<file path="config.mk">
export PLATFORM = sky130hd
export DESIGN_NAME = fb_pixel_writer
export DESIGN_NICKNAME = d
export VERILOG_FILES = /design/src/rtl/fb_pixel_writer.sv
export SDC_FILE = /design/constraint.sdc
export NUM_CORES = 1
export LEC_CHECK = 0
export ABC_AREA = 1
export CAP_MARGIN = 10
export CORE_ASPECT_RATIO = 0.9
export CORE_MARGIN = 5
export CORE_UTILIZATION = 43
export DETAILED_ROUTE_END_ITERATION = 8
export PLACE_DENSITY = 0.64
export SYNTH_ARGS = -nofsm -noshare
export SYNTH_HDL_FRONTEND = slang
export SYNTH_SLANG_ARGS = --single-unit
</file>
<file path="constraint.sdc">
create_clock -name clk -period 5.1 [get_ports clk]
set_clock_uncertainty 0.05 [all_clocks]
set_input_delay 1.02 -clock clk [delete_from_list [all_inputs] [get_ports clk]]
set_output_delay 1.02 -clock clk [all_outputs]
set_load 0.02 [all_outputs]
</file>
<file path="src/rtl/fb_pixel_writer.sv">
`default_nettype none
// ============================================================================
// Module   : fb_pixel_writer
// Brief    : Write side of the 4-bit framebuffer link. Buffers gray pixels
//            from the pixel engine in a small FIFO and hands them to the
//            RP2040 one nibble at a time using a toggle-strobe / echo-ack
//            handshake. Pulses the RP2040 write-pointer reset at each frame
//            start and flags completion of a frame.
// Revision : 1.0 - initial release
// ============================================================================
module fb_pixel_writer #(
    parameter int FRAME_PIXELS     = 76800,
    parameter int FIFO_DEPTH       = 4,
    parameter int HOLD_CYCLES      = 4,
    parameter int PTR_RESET_CYCLES = 8
) (
    input  logic       clk,
    input  logic       rst,
    input  logic       frame_start_in,
    input  logic [3:0] pixel_in,
    input  logic       pixel_valid_in,
    output logic       pixel_ready_out,
    output logic [3:0] wr_nibble_out,
    output logic       wr_strobe_out,
    output logic       wr_reset_ptr_out,
    input  logic       wr_ack_in,
    output logic       busy_out,
    output logic       frame_done_out
);

    localparam int c_cnt_w  = $clog2(FRAME_PIXELS + 1);
    localparam int c_ptr_w  = $clog2(FIFO_DEPTH);
    localparam int c_lvl_w  = $clog2(FIFO_DEPTH + 1);
    localparam int c_hcnt_w = $clog2(HOLD_CYCLES + 1);
    localparam int c_pcnt_w = $clog2(PTR_RESET_CYCLES + 1);

    localparam logic [c_cnt_w-1:0]  c_frame_pixels = c_cnt_w'(FRAME_PIXELS);
    localparam logic [c_cnt_w-1:0]  c_cnt_one      = c_cnt_w'(1);
    localparam logic [c_ptr_w-1:0]  c_ptr_one      = c_ptr_w'(1);
    localparam logic [c_lvl_w-1:0]  c_lvl_one      = c_lvl_w'(1);
    localparam logic [c_lvl_w-1:0]  c_lvl_full     = c_lvl_w'(FIFO_DEPTH);
    localparam logic [c_hcnt_w-1:0] c_hcnt_one     = c_hcnt_w'(1);
    localparam logic [c_hcnt_w-1:0] c_hold_min     = c_hcnt_w'(HOLD_CYCLES);
    localparam logic [c_pcnt_w-1:0] c_pcnt_one     = c_pcnt_w'(1);
    localparam logic [c_pcnt_w-1:0] c_ptr_last     = c_pcnt_w'(PTR_RESET_CYCLES - 1);

    localparam logic [2:0] c_st_idle    = 3'd0;
    localparam logic [2:0] c_st_ptr_rst = 3'd1;
    localparam logic [2:0] c_st_send    = 3'd2;
    localparam logic [2:0] c_st_toggle  = 3'd3;
    localparam logic [2:0] c_st_hold    = 3'd4;
    localparam logic [2:0] c_st_done    = 3'd5;

    logic [2:0]          r_state;
    logic [2:0]          w_state_nxt;

    logic [3:0]          r_fifo_mem [FIFO_DEPTH];
    logic [c_ptr_w-1:0]  r_wr_ptr;
    logic [c_ptr_w-1:0]  r_rd_ptr;
    logic [c_lvl_w-1:0]  r_fifo_lvl;

    logic [c_cnt_w-1:0]  r_accepted;
    logic [c_cnt_w-1:0]  r_sent;
    logic [c_hcnt_w-1:0] r_hold_cnt;
    logic [c_pcnt_w-1:0] r_ptr_cnt;
    logic [3:0]          r_nibble;
    logic                r_strobe;

    logic                w_fifo_nempty;
    logic                w_fifo_full;
    logic                w_room;
    logic                w_push;
    logic                w_pop;
    logic                w_hold_ok;
    logic [c_cnt_w-1:0]  w_sent_inc;

    assign w_fifo_nempty = (r_fifo_lvl != '0);
    assign w_fifo_full   = (r_fifo_lvl == c_lvl_full);
    assign w_room        = (r_accepted < c_frame_pixels);
    assign w_push        = pixel_valid_in & pixel_ready_out;
    // A pop only uses data already present at the start of the cycle, and a
    // frame restart flushes instead of popping.
    assign w_pop         = (r_state == c_st_send) & w_fifo_nempty & ~frame_start_in;
    // The strobe level must be held long enough for PIO sampling and the
    // receiver must have echoed it before the next nibble may go out.
    assign w_hold_ok     = (r_hold_cnt >= c_hold_min) & (wr_ack_in == r_strobe);
    assign w_sent_inc    = r_sent + c_cnt_one;

    assign wr_nibble_out = r_nibble;
    assign wr_strobe_out = r_strobe;

    // FIFO storage write; pointers and level live in the control block below.
    always_ff @(posedge clk) begin
        if (w_push) begin
            r_fifo_mem[r_wr_ptr] <= pixel_in;
        end
    end

    // FIFO pointers, fill level and per-frame accepted count.
    always_ff @(posedge clk) begin
        if (rst || frame_start_in) begin
            r_wr_ptr   <= '0;
            r_rd_ptr   <= '0;
            r_fifo_lvl <= '0;
            r_accepted <= '0;
        end else begin
            if (w_push) begin
                r_wr_ptr   <= r_wr_ptr + c_ptr_one;
                r_accepted <= r_accepted + c_cnt_one;
            end
            if (w_pop) begin
                r_rd_ptr <= r_rd_ptr + c_ptr_one;
            end
            case ({w_push, w_pop})
                2'b10:   r_fifo_lvl <= r_fifo_lvl + c_lvl_one;
                2'b01:   r_fifo_lvl <= r_fifo_lvl - c_lvl_one;
                default: r_fifo_lvl <= r_fifo_lvl;
            endcase
        end
    end

    // State register.
    always_ff @(posedge clk) begin
        if (rst) begin
            r_state <= c_st_idle;
        end else begin
            r_state <= w_state_nxt;
        end
    end

    // Next-state decode and state-derived outputs; a frame start wins everywhere.
    always_comb begin
        w_state_nxt      = r_state;
        pixel_ready_out  = 1'b0;
        wr_reset_ptr_out = 1'b0;
        busy_out         = (r_state != c_st_idle);
        frame_done_out   = 1'b0;

        case (r_state)
            c_st_ptr_rst: begin
                wr_reset_ptr_out = 1'b1;
                pixel_ready_out  = ~w_fifo_full & w_room;
                if (r_ptr_cnt == c_ptr_last) begin
                    w_state_nxt = c_st_send;
                end
            end
            c_st_send: begin
                pixel_ready_out = ~w_fifo_full & w_room;
                if (w_fifo_nempty) begin
                    w_state_nxt = c_st_toggle;
                end
            end
            c_st_toggle: begin
                pixel_ready_out = ~w_fifo_full & w_room;
                w_state_nxt     = c_st_hold;
            end
            c_st_hold: begin
                pixel_ready_out = ~w_fifo_full & w_room;
                if (w_hold_ok) begin
                    w_state_nxt = (w_sent_inc == c_frame_pixels) ? c_st_done : c_st_send;
                end
            end
            c_st_done: begin
                frame_done_out = 1'b1;
                w_state_nxt    = c_st_idle;
            end
            default: begin
                w_state_nxt = c_st_idle;
            end
        endcase

        if (frame_start_in) begin
            w_state_nxt = c_st_ptr_rst;
        end
    end

    // Sequencing counters, output nibble and strobe level. The strobe is a
    // level that only reset clears; an aborted frame leaves it untouched.
    always_ff @(posedge clk) begin
        if (rst) begin
            r_ptr_cnt  <= '0;
            r_hold_cnt <= '0;
            r_sent     <= '0;
            r_nibble   <= '0;
            r_strobe   <= 1'b0;
        end else if (frame_start_in) begin
            r_ptr_cnt <= '0;
            r_sent    <= '0;
        end else begin
            case (r_state)
                c_st_ptr_rst: begin
                    r_ptr_cnt <= r_ptr_cnt + c_pcnt_one;
                end
                c_st_send: begin
                    if (w_fifo_nempty) begin
                        r_nibble <= r_fifo_mem[r_rd_ptr];
                    end
                end
                c_st_toggle: begin
                    r_strobe   <= ~r_strobe;
                    r_hold_cnt <= c_hcnt_one;
                end
                c_st_hold: begin
                    if (r_hold_cnt < c_hold_min) begin
                        r_hold_cnt <= r_hold_cnt + c_hcnt_one;
                    end
                    if (w_hold_ok) begin
                        r_sent <= w_sent_inc;
                    end
                end
                default: begin
                    r_ptr_cnt <= r_ptr_cnt;
                end
            endcase
        end
    end

endmodule
`default_nettype wire

</file>
==> run summary <==
Simple-Gate Fraction of Synth Area = 0.2690
TritonRoute pass-1 iters = 4
Comb area share = 0.4348
Synth Net Count = 523
Crit-path cells = nor3_4, nor3_2, a31oi_2, nand2_2, inv_1, clkdlybuf4s50_1
Flop Count = 72
RSZ-0062 raised after global routing = no
CTS resizes = 0
Repair and plain buffers = 20
Crit path max-delay family = buffers and inverters
WL met2 = 3310 µm
Largest fanout on the critical path = 6
Worst Path Buf+Inv = 2
Endpoint, Worst Hold = r_accepted[13]
Hold path depth = 2
DP Worst Slack = 1.907 ns
Post-route cell area = 4268 µm²
GR Util met2 = 0.2451
RR Startpoint = r_state[1]
Least-Margin Pin Slew = 0.6926 ns
H-tree Lvls = 3
P_sw = 0.0002887 W
Startpoint Class = register
Synth top cell by count = nand2_1
Max-cap violations = 0
Share of layout cells above drive strength 1 = 0.07605
Met3 Use GR = 0.03864
Tcrit/Tclk final = 0.6359
Max-slew violation count = 0
Total wire length = 7304 µm
Vias in the first global route = 3019
Die Wd = 108.7 µm
Sw frac = 0.2430
DRC = 0
Largest regs = r_accepted (17), r_sent (17), r_fifo_mem (16)
Total GRT Usage = 0.1499
Status = complete, no violations
Top-area cell share = 0.2976
Initial Utilization = 0.4397
Critical Path RT = 4.03 ns
Commonest Layout Cell = nand2_1
Largest net degree at the start of global routing = 31
Crit path max-delay cell type = clkdlybuf4s50_1
Top FF cell, synth = dfxtp_1
Setup TNS = 0 ns
==> images/port_nets.png <==
Scale: 4 px per µm.
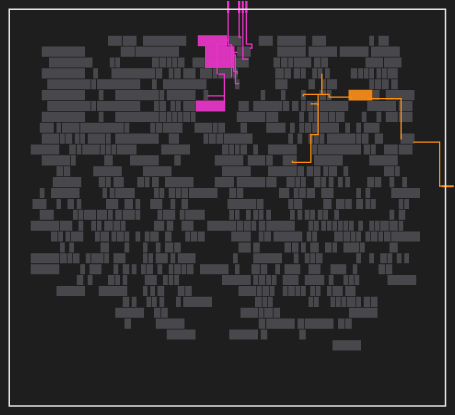
color	port	bits	direction	end cells	buffers	wire
orange	wr_reset_ptr_out	1	output	1	1	81.2 µm
magenta	wr_nibble_out	4	output	4	4	88.7 µm

==> images/gate_families.png <==
Scale: 3 px per µm.
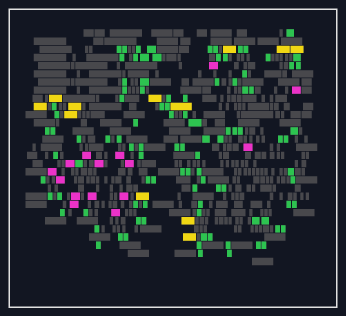
color	family	cells
yellow	adder and majority cells	12
green	inverting AOI/OAI gates	100
magenta	XOR/XNOR gates	15

==> images/final_clocks.png <==
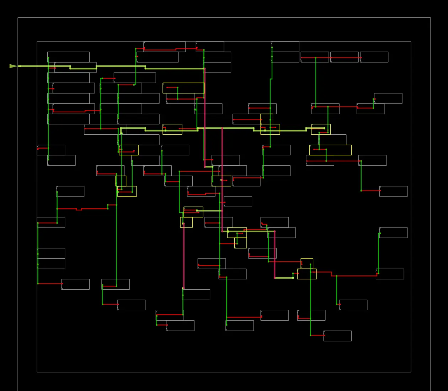
cts bufs inserted: 9
Insertion Delay late pin: 0.34 ns
CLK BUF: 9

Power figures rest on the tool's default switching activity, not on a simulated workload.
